File: src/rtl/branch_resolve_unit_pkg.sv
// Shared opcode map, flag bit positions and resolved-redirect record for the branch resolve unit.
// Combinational content only; no latency and no backpressure.
package branch_resolve_unit_pkg;

    localparam int OPC_W      = 7;
    localparam int BRU_ADDR_W = 32;

    localparam logic [OPC_W-1:0] OP_B    = 7'b1000000;
    localparam logic [OPC_W-1:0] OP_BR   = 7'b1000001;
    localparam logic [OPC_W-1:0] OP_BZ   = 7'b1000010;
    localparam logic [OPC_W-1:0] OP_BNZ  = 7'b1000011;
    localparam logic [OPC_W-1:0] OP_BCY  = 7'b1000100;
    localparam logic [OPC_W-1:0] OP_BNCY = 7'b1000101;
    localparam logic [OPC_W-1:0] OP_BS   = 7'b1000110;
    localparam logic [OPC_W-1:0] OP_BNS  = 7'b1000111;
    localparam logic [OPC_W-1:0] OP_BV   = 7'b1001000;
    localparam logic [OPC_W-1:0] OP_BNV  = 7'b1001001;
    localparam logic [OPC_W-1:0] OP_CALL = 7'b1001010;
    localparam logic [OPC_W-1:0] OP_RET  = 7'b1001011;

    localparam int FLAG_Z    = 0;
    localparam int FLAG_C    = 1;
    localparam int FLAG_S    = 2;
    localparam int FLAG_V    = 3;
    localparam int NUM_FLAGS = 4;

    typedef struct packed {
        logic                  taken;
        logic [BRU_ADDR_W-1:0] target;
    } bru_result_t;

endpackage

File: src/rtl/branch_resolve_unit_if.sv
// Request/flag inputs and redirect outputs between decode, the branch unit and the PC stage.
// Wires only; the slave drives req_ready and the result, the master drives everything else.
interface branch_resolve_unit_if #(
    parameter int ADDR_W = 32,
    parameter int OFF_W  = 25
);
    import branch_resolve_unit_pkg::*;

    logic              flag_we;
    logic              zflag;
    logic              carryflag;
    logic              signflag;
    logic              overflowflag;
    logic              req_valid;
    logic              req_ready;
    logic [OPC_W-1:0]  opcode;
    logic [ADDR_W-1:0] pc;
    logic [OFF_W-1:0]  L;
    logic [ADDR_W-1:0] reg_value;
    logic              flush;
    logic              out_valid;
    logic              out_ready;
    logic              taken;
    logic [ADDR_W-1:0] target;
    logic              ras_overflow;
    logic              ras_underflow;

    modport master (
        output flag_we, zflag, carryflag, signflag, overflowflag,
        output req_valid, opcode, pc, L, reg_value, flush, out_ready,
        input  req_ready, out_valid, taken, target, ras_overflow, ras_underflow
    );

    modport slave (
        input  flag_we, zflag, carryflag, signflag, overflowflag,
        input  req_valid, opcode, pc, L, reg_value, flush, out_ready,
        output req_ready, out_valid, taken, target, ras_overflow, ras_underflow
    );

endinterface

File: src/rtl/branch_resolve_unit_ras_stack.sv
// Circular return-address stack: push/pop commit at the clock edge, top is read combinationally.
// No backpressure: a push when full overwrites the oldest entry and sets a sticky overflow flag.
module ras_stack #(
    parameter  int ADDR_W    = 32,
    parameter  int RAS_DEPTH = 4,
    localparam int PTR_W     = $clog2(RAS_DEPTH),
    localparam int CNT_W     = $clog2(RAS_DEPTH + 1)
) (
    input  logic              clk,
    input  logic              rst_n,
    input  logic              push_i,
    input  logic [ADDR_W-1:0] push_dat_i,
    input  logic              pop_i,
    output logic [ADDR_W-1:0] top_dat_o,
    output logic [CNT_W-1:0]  count_o,
    output logic              overflow_o
);

    logic [ADDR_W-1:0] mem_q [RAS_DEPTH];
    logic [PTR_W-1:0]  ptr_q, ptr_d;
    logic [CNT_W-1:0]  count_q, count_d;
    logic              ovf_q, ovf_d;
    logic              full, empty;

    assign full  = (count_q == CNT_W'(RAS_DEPTH));
    assign empty = (count_q == '0);

    // ptr_q is the next write slot; when full it also addresses the oldest entry.
    always_comb begin
        ptr_d   = ptr_q;
        count_d = count_q;
        ovf_d   = ovf_q;
        if (push_i) begin
            ptr_d = ptr_q + PTR_W'(1);
            if (full) begin
                ovf_d = 1'b1;
            end else begin
                count_d = count_q + CNT_W'(1);
            end
        end else if (pop_i && !empty) begin
            ptr_d   = ptr_q - PTR_W'(1);
            count_d = count_q - CNT_W'(1);
        end
    end

    always_ff @(posedge clk) begin
        if (!rst_n) begin
            ptr_q   <= '0;
            count_q <= '0;
            ovf_q   <= 1'b0;
        end else begin
            ptr_q   <= ptr_d;
            count_q <= count_d;
            ovf_q   <= ovf_d;
        end
    end

    always_ff @(posedge clk) begin
        if (push_i) begin
            mem_q[ptr_q] <= push_dat_i;
        end
    end

    assign top_dat_o  = mem_q[ptr_q - PTR_W'(1)];
    assign count_o    = count_q;
    assign overflow_o = ovf_q;

endmodule

File: src/rtl/branch_resolve_unit.sv
// Resolves branch/call/ret against latched flags into a registered redirect, 1 cycle after acceptance.
// One-deep output buffer: req_ready drops only while a result is held by out_ready=0.
module branch_resolve_unit
    import branch_resolve_unit_pkg::*;
#(
    parameter int ADDR_W    = BRU_ADDR_W,
    parameter int OFF_W     = 25,
    parameter int RAS_DEPTH = 4
) (
    input  logic                  clk,
    input  logic                  rst_n,
    branch_resolve_unit_if.slave  bus
);

    localparam int CNT_W = $clog2(RAS_DEPTH + 1);

    logic [NUM_FLAGS-1:0] flags_q;
    logic                 out_valid_q;
    bru_result_t          res_q, res_d;
    logic                 und_q, und_d;

    logic                 req_ready;
    logic                 accept;
    logic                 is_cond, cond_hit;
    logic [ADDR_W-1:0]    off_sext, br_tgt, pc_inc;
    logic [ADDR_W-1:0]    ras_top;
    logic [CNT_W-1:0]     ras_count;
    logic                 ras_empty, ras_ovf;

    assign req_ready = !out_valid_q || bus.out_ready;
    assign accept    = bus.req_valid && req_ready;

    assign off_sext = {{(ADDR_W-OFF_W){bus.L[OFF_W-1]}}, bus.L};
    assign br_tgt   = bus.pc + off_sext;
    assign pc_inc   = bus.pc + ADDR_W'(1);

    assign ras_empty = (ras_count == '0);

    // Conditions look only at flags_q, so a same-cycle flag_we is not yet visible.
    always_comb begin
        is_cond  = 1'b1;
        cond_hit = 1'b0;
        case (bus.opcode)
            OP_BZ:   cond_hit =  flags_q[FLAG_Z];
            OP_BNZ:  cond_hit = !flags_q[FLAG_Z];
            OP_BCY:  cond_hit =  flags_q[FLAG_C];
            OP_BNCY: cond_hit = !flags_q[FLAG_C];
            OP_BS:   cond_hit =  flags_q[FLAG_S];
            OP_BNS:  cond_hit = !flags_q[FLAG_S];
            OP_BV:   cond_hit =  flags_q[FLAG_V];
            OP_BNV:  cond_hit = !flags_q[FLAG_V];
            default: is_cond  = 1'b0;
        endcase
    end

    always_comb begin
        res_d.taken  = 1'b0;
        res_d.target = pc_inc;
        und_d        = 1'b0;
        case (bus.opcode)
            OP_B, OP_CALL: begin
                res_d.taken  = 1'b1;
                res_d.target = br_tgt;
            end
            OP_BR: begin
                res_d.taken  = 1'b1;
                res_d.target = bus.reg_value;
            end
            OP_RET: begin
                if (ras_empty) begin
                    und_d = 1'b1;
                end else begin
                    res_d.taken  = 1'b1;
                    res_d.target = ras_top;
                end
            end
            default: begin
                if (is_cond && cond_hit) begin
                    res_d.taken  = 1'b1;
                    res_d.target = br_tgt;
                end
            end
        endcase
    end

    // The stack commits on acceptance even if flush drops the result.
    ras_stack #(
        .ADDR_W    (ADDR_W),
        .RAS_DEPTH (RAS_DEPTH)
    ) u_ras (
        .clk        (clk),
        .rst_n      (rst_n),
        .push_i     (accept && (bus.opcode == OP_CALL)),
        .push_dat_i (pc_inc),
        .pop_i      (accept && (bus.opcode == OP_RET)),
        .top_dat_o  (ras_top),
        .count_o    (ras_count),
        .overflow_o (ras_ovf)
    );

    always_ff @(posedge clk) begin
        if (!rst_n) begin
            flags_q     <= '0;
            out_valid_q <= 1'b0;
            res_q       <= '0;
            und_q       <= 1'b0;
        end else begin
            if (bus.flag_we) begin
                flags_q <= {bus.overflowflag, bus.signflag, bus.carryflag, bus.zflag};
            end
            if (bus.flush) begin
                out_valid_q <= 1'b0;
            end else if (accept) begin
                out_valid_q <= 1'b1;
                res_q       <= res_d;
                und_q       <= und_d;
            end else if (bus.out_ready) begin
                out_valid_q <= 1'b0;
            end
        end
    end

    assign bus.req_ready     = req_ready;
    assign bus.out_valid     = out_valid_q;
    assign bus.taken         = res_q.taken;
    assign bus.target        = res_q.target;
    assign bus.ras_overflow  = ras_ovf;
    assign bus.ras_underflow = out_valid_q && und_q;

endmodule

File: src/flat_wrapper.sv
// flat-port wrapper written by rule: the top's interface ports become plain ports
module branch_resolve_unit_flat import branch_resolve_unit_pkg::*;
#(
    parameter int ADDR_W    = BRU_ADDR_W,
    parameter int OFF_W     = 25,
    parameter int RAS_DEPTH = 4
)
  (clk, rst_n, bus_flag_we, bus_zflag, bus_carryflag, bus_signflag, bus_overflowflag, bus_req_valid, bus_opcode, bus_pc, bus_L, bus_reg_value, bus_flush, bus_out_ready, bus_req_ready, bus_out_valid, bus_taken, bus_target, bus_ras_overflow, bus_ras_underflow);
  branch_resolve_unit_if #(.ADDR_W(ADDR_W), .OFF_W(OFF_W)) bus_i ();
  input  logic clk;
  input  logic rst_n;
  input wire logic [$bits(bus_i.flag_we)-1:0] bus_flag_we;
  input wire logic [$bits(bus_i.zflag)-1:0] bus_zflag;
  input wire logic [$bits(bus_i.carryflag)-1:0] bus_carryflag;
  input wire logic [$bits(bus_i.signflag)-1:0] bus_signflag;
  input wire logic [$bits(bus_i.overflowflag)-1:0] bus_overflowflag;
  input wire logic [$bits(bus_i.req_valid)-1:0] bus_req_valid;
  input wire logic [$bits(bus_i.opcode)-1:0] bus_opcode;
  input wire logic [$bits(bus_i.pc)-1:0] bus_pc;
  input wire logic [$bits(bus_i.L)-1:0] bus_L;
  input wire logic [$bits(bus_i.reg_value)-1:0] bus_reg_value;
  input wire logic [$bits(bus_i.flush)-1:0] bus_flush;
  input wire logic [$bits(bus_i.out_ready)-1:0] bus_out_ready;
  output wire logic [$bits(bus_i.req_ready)-1:0] bus_req_ready;
  output wire logic [$bits(bus_i.out_valid)-1:0] bus_out_valid;
  output wire logic [$bits(bus_i.taken)-1:0] bus_taken;
  output wire logic [$bits(bus_i.target)-1:0] bus_target;
  output wire logic [$bits(bus_i.ras_overflow)-1:0] bus_ras_overflow;
  output wire logic [$bits(bus_i.ras_underflow)-1:0] bus_ras_underflow;
  assign bus_i.flag_we = bus_flag_we;
  assign bus_i.zflag = bus_zflag;
  assign bus_i.carryflag = bus_carryflag;
  assign bus_i.signflag = bus_signflag;
  assign bus_i.overflowflag = bus_overflowflag;
  assign bus_i.req_valid = bus_req_valid;
  assign bus_i.opcode = bus_opcode;
  assign bus_i.pc = bus_pc;
  assign bus_i.L = bus_L;
  assign bus_i.reg_value = bus_reg_value;
  assign bus_i.flush = bus_flush;
  assign bus_i.out_ready = bus_out_ready;
  assign bus_req_ready = bus_i.req_ready;
  assign bus_out_valid = bus_i.out_valid;
  assign bus_taken = bus_i.taken;
  assign bus_target = bus_i.target;
  assign bus_ras_overflow = bus_i.ras_overflow;
  assign bus_ras_underflow = bus_i.ras_underflow;
  branch_resolve_unit #(.ADDR_W(ADDR_W), .OFF_W(OFF_W), .RAS_DEPTH(RAS_DEPTH)) u_core (.clk(clk), .rst_n(rst_n), .bus(bus_i));
endmodule
File: config.mk
export PLATFORM = sky130hd
export DESIGN_NAME = branch_resolve_unit_flat
export DESIGN_NICKNAME = d
export VERILOG_FILES = /design/src/rtl/branch_resolve_unit_pkg.sv /design/src/rtl/branch_resolve_unit_if.sv /design/src/rtl/branch_resolve_unit_ras_stack.sv /design/src/rtl/branch_resolve_unit.sv /design/src/flat_wrapper.sv
export SDC_FILE = /design/constraint.sdc
export NUM_CORES = 1
export LEC_CHECK = 0
export ABC_AREA = 1
export CAP_MARGIN = 20
export CORE_MARGIN = 2
export CORE_UTILIZATION = 58
export CTS_BUF_LIST = sky130_fd_sc_hd__clkbuf_8
export CTS_CLUSTER_SIZE = 20
export DETAILED_ROUTE_END_ITERATION = 10
export PLACE_DENSITY = 0.83
export SLEW_MARGIN = 20
export SYNTH_ARGS = -nofsm -noshare
export SYNTH_HDL_FRONTEND = slang
export SYNTH_SLANG_ARGS = --single-unit
export TNS_END_PERCENT = 20
File: constraint.sdc
create_clock -name clk -period 3.8 [get_ports clk]
set_input_delay 0.76 -clock clk [delete_from_list [all_inputs] [get_ports clk]]
set_output_delay 0.76 -clock clk [all_outputs]
set_load 0.02 [all_outputs]
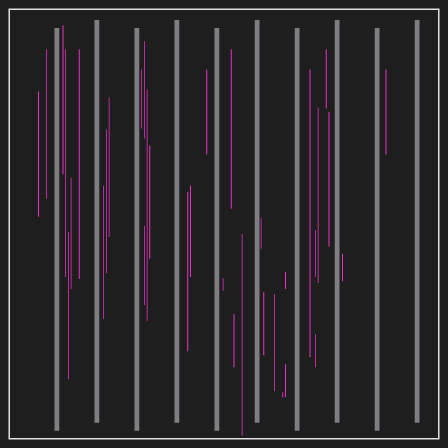
Run 1: signal wires on met4
Supply wires on this layer in grey.
wire length on this layer	1340 microns
longest straight run	97.2 microns
main direction	vertical
share of all routed wire	3.6%
nets with wire on the layer	32

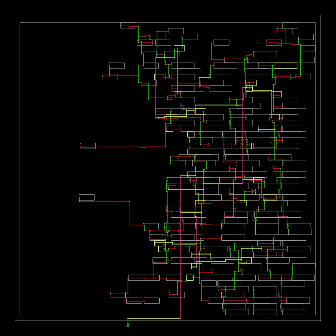
Run 1: clock routing
Inserted Clock Buffers: 17
clk_skew: 16.1 ps
clk ins delay skew pair: 470 ps
# clk buffers: 17

==> flow_summary.toml, run 1 <==
# flow metrics
[outcome]
status = "finished clean"

[yosys]
synth_flops = 173
yosys.area.top_type = "edfxtp_1"
top_cell = "nand2_1"
yosys-stat-area_sq_um = 11500
postSynth.asyncResetShare = 0
ys_seq_share = 0.411
synthesis.nets = 1755

[sta]
whs_ps = 485
rsz0062_at_grt = "false"
max-slew-margin-rel = 0.543
setup_viol = 0
period_minus_slack_ps = 3100
tns_ps = 0

[setup_path]
cp-end-kind = "flip-flop"
path_class = "in2reg"
slowest_delay_ps = 640
worst_ep_required_time_ps = 4180
cp_slowest_cell = "clkdlybuf4s50_1"
arrival_ps = 3480
ff2ff_path_depth = 9

[floorplanning]
rows = 51

[cells_and_area]
lay_top_cells = "nand2_1, inv_1, nor2_1, clkdlybuf4s50_1, edfxtp_1"
area_delta_synth_final_pct = 18.0

[global_route]
antenna_found_initial = 0
grt_pass1_wl_microns = 57200
grt-ovfl-total = 0

[power]
vdd_drop_max_uv = 198
power_leakage_nw = 6.13

[place]
dp_hpwl_microns = 28300

[cts]
cts_root_buf = "clkbuf_8"
post_cts_buffers = 0
clk_pin_slew_ps = 90
clkSinkCount = 173
cts_tree = "built"

[job]
log.warning_count = 29

[route]
drt_iter0_markers = 1187
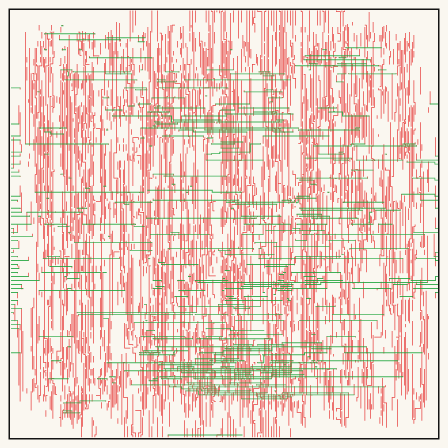
Run 1: wiring by layer
Two of the layers only.
layer	colour	wire length
met3	green	3850 microns
met2	red	17500 microns
sum of routed wire length over all layers: 37500 microns
vias: 11.5k
Total GRT Usage: 0.350

## run 1: layer usage
layer | wire [microns] | global-route usage
met5 | 0 | 0
met4 | 1340 | 0.135
met3 | 3850 | 0.0569
met2 | 17500 | 0.570
met1 | 14900 | 0.472
## run 1: power by group
group          internal [mW]  switching, mW
logic                  0.341          0.560
clock network          0.594          0.703
registers               2.05         0.0217
## run 1: final cells by class
type | instances | area (sq um)
Inverter | 226 | 848
Clock inverter | 15 | 163
Sequential cell | 173 | 4750
Clock buffer | 17 | 234
Fill cell | 1654 | 5850
Multi-Input combinational cell | 1160 | 5690
Tap cell | 265 | 332
Timing Repair Buffer | 162 | 1610
## run 1: stage by stage
step / worst slack (ps) / cell area, sq um / instances / total power, mW
floorplan: 369 / 11500 / 1611 / 2.62
global placement: 236 / 13200 / 1986 / 2.98
detailed placement: 273 / 13200 / 1986 / 2.99
CTS: 778 / 13600 / 2018 / 4.26
global route: 450 / 13600 / 2018 / 4.43
finish: 697 / 13600 / 2018 / 4.27
## run 1: sequential cells by signal, summed over array words and instances, names as in the netlist
signal,flops
u_core.u_ras.ptr_q,2
u_core.u_ras.mem_q,128
u_core.bus.target,32
u_core.u_ras.count_o,3
u_core.flags_q,4
u_core.und_q,1
u_core.bus.out_valid,1
u_core.u_ras.overflow_o,1
u_core.bus.taken,1
## run 1: worst max-delay path, delay by kind of cell
kind | cells | cell delay (ps)
XOR/XNOR | 1 | 320
adder cells (fa/ha/maj) | 1 | 360
buffers and inverters | 3 | 760
AND/OR/NAND/NOR | 7 | 1270
## run 1: cell families after synthesis
family,share of synthesized area
DFF,0.411
AOI/OAI and AO/OA,0.133
adders and majority gates,0.0425
buffers and inverters,0.0977
and+or+nand+nor,0.296
xor gates and xnor gates,0.0197
==> inputs of run 2 (changes only) <==
clock period = 3.2 ns   (was 3.8 ns; I/O delays follow)
==> run 2 against run 1 <==
  * Via count increased by 0.13%
  * Count of clock-buffer cells in the layout unchanged
  * Area after synthesis unchanged
  * Clock power rose by 8%
  * Final area grew 2.1%
  * Critical path type unchanged
  * Global-route usage down 1.7 points
  * First-iteration DRC count increased by 7.0%
  * Sequential cell count did not move
  * Routed wire length fell by 6.3%
  * Worst setup slack worse by 200 ps
==> flow_summary.toml, run 2 <==
# flow metrics
[sta]
fin_ws_ps = 501
period_minus_slack_ps = 2700
tns_ps = 0
max-slew-margin-rel = 0.532
whs_ps = 453
setup_viol = 0
rsz0062_at_grt = "false"
fin_skew_ps = 17.9

[cells_and_area]
nFillCells = 1595
lay_top_cells = "nand2_1, inv_1, nor2_1, clkdlybuf4s50_1, edfxtp_1"
drive_above_1_share = 0.0716
max_flop_register = "u_core.u_ras.mem_q"
register_area_sq_um = 4750
comb_area_sq_um = 5690
largest_register_ffs = 128
area_delta_synth_final_pct = 20.5

[job]
drv_cap = 0
log.warning_count = 30

[yosys]
syn_area_per_cell_sq_um = 7.16
yosys.area.top_type = "edfxtp_1"
yosys-stat-area_sq_um = 11500
synth_flops = 173
synthesis.nets = 1755
synthCells = 1611
yosys_cells = 1611
ff_type = "edfxtp_1"
ys_seq_share = 0.411
postSynth.asyncResetShare = 0
synth_area_sq_um = 11500
top_cell = "nand2_1"

[setup_path]
crit_family = "simple AND/OR/NAND/NOR gates"
cp-end-kind = "flip-flop"
worst_ep_required_time_ps = 3560
cp_common_cell = "nand2_1"
path_class = "in2reg"
slowest_delay_ps = 490
crit_chain = "clkdlybuf4s50_1, ha_1, inv_1, fa_1, inv_1, nand3_1, nand2_1, nand2_1, nand2_1, nand2_1, nand2_1, nand2_1, nand2_1, nand2_1, nand3_1, nand3_1, nor2_1, nor2_1"
cp_slowest_cell = "clkdlybuf4s50_1"
crit_buf_inv = 3
arrival_ps = 3060

[route]
postRouteAntennaNets = 0
dr.pass1.iters = 6
drt_iter0_markers = 1270

[cts]
post_cts_buffers = 0
cts_hold_buf = 0
cts_tree = "built"
clk_pin_slew_ps = 100
clkLatencyLatePin_ps = 460
cts_buffer_depth = 2
cts_resized = 0
cts_buffers = 17
cts_root_buf = "clkbuf_8"
clkSinkCount = 173

[place]
place_ws_ps = 51.7
place.gp.congestion = 1.02
dp_hpwl_microns = 27100
numPortBuffers = 142

[floorplanning]
fp.coreArea_sq_um = 19500
die-area_sq_um = 21000
rows = 51

[global_route]
antenna_found_initial = 0
grt-ovfl-total = 0
grt_pass1_wl_microns = 55300
track_usage = 0.333

[power]
power_leakage_nw = 6.30
vdd_drop_max_uv = 317

[outcome]
status = "finished clean"
run 2: through the flow:
stage | util | total power [mW] | std cells | cell area, sq um
global placement | 0.695 | 3.53 | 2021 | 13500
detailed placement | 0.695 | 3.55 | 2021 | 13500
floorplan | - | 3.12 | 1611 | 11500
global route | 0.714 | 5.13 | 2053 | 13900
CTS | 0.714 | 4.91 | 2053 | 13900
finish | 0.714 | 4.93 | 2053 | 13900
run 2: final timing paths:
kind,from,to,slack [ps],cells past startpoint
worst max register to register,u_core.u_ras.ptr_q[1]$_SDFFE_PN0P_,u_core.bus.target[18]$_SDFFE_PN0P_,880,9
worst min register to register,u_core.u_ras.overflow_o$_SDFFE_PN0P_,u_core.u_ras.overflow_o$_SDFFE_PN0P_,450,2
worst max-delay path,bus_pc[0],u_core.bus.target[30]$_SDFFE_PN0P_,500,18
worst min-delay path,u_core.u_ras.overflow_o$_SDFFE_PN0P_,u_core.u_ras.overflow_o$_SDFFE_PN0P_,450,2
run 2: layer usage:
metal / track usage / wire (microns)
met3: 0.0475 / 2950
met5: 0 / 0
met2: 0.561 / 16700
met1: 0.437 / 14300
met4: 0.127 / 1240
run 2: final cells by class:
class                      instances  area share
clock buffer                      17      0.0168
sequential                       173       0.341
tap                              265      0.0239
clock inverter                    15     0.00972
inverter                         226      0.0610
multi-input combinational       1160       0.409
timing repair buffer             197       0.138
run 2: report_power, final:
| group | switching (mW) | internal, mW |
|---|---|---|
| Combinational | 0.639 | 0.422 |
| Clock | 0.844 | 0.562 |
| Sequential | 0.0252 | 2.44 |
run 2: logic make-up after synthesis:
| kind of cell | share of synthesized area |
|---|---|
| and+or+nand+nor | 0.296 |
| adders and majority gates | 0.0425 |
| AOI/OAI and AO/OA | 0.133 |
| DFF | 0.411 |
| xor gates and xnor gates | 0.0197 |
| buffers and inverters | 0.0977 |
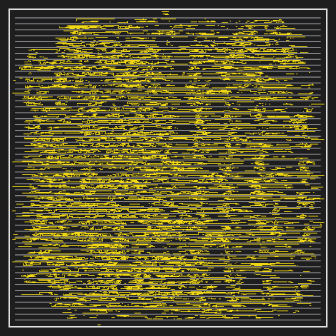
Run 2: the metal 1 layer
Supply wires on this layer in grey.
main direction	horizontal
share of all routed wire	41%
nets with wire on the layer	1780
routing usage on met1: 0.437
vias: 11.5k
sum of routed wire length over all layers: 35200 microns

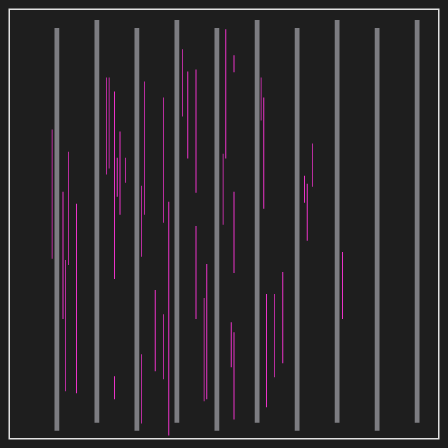
Run 2: signal wires on met4
Supply wires on this layer in grey.
longest straight run	78.9 microns
wire length on this layer	1240 microns

Power is estimated from default activity; no workload was simulated.
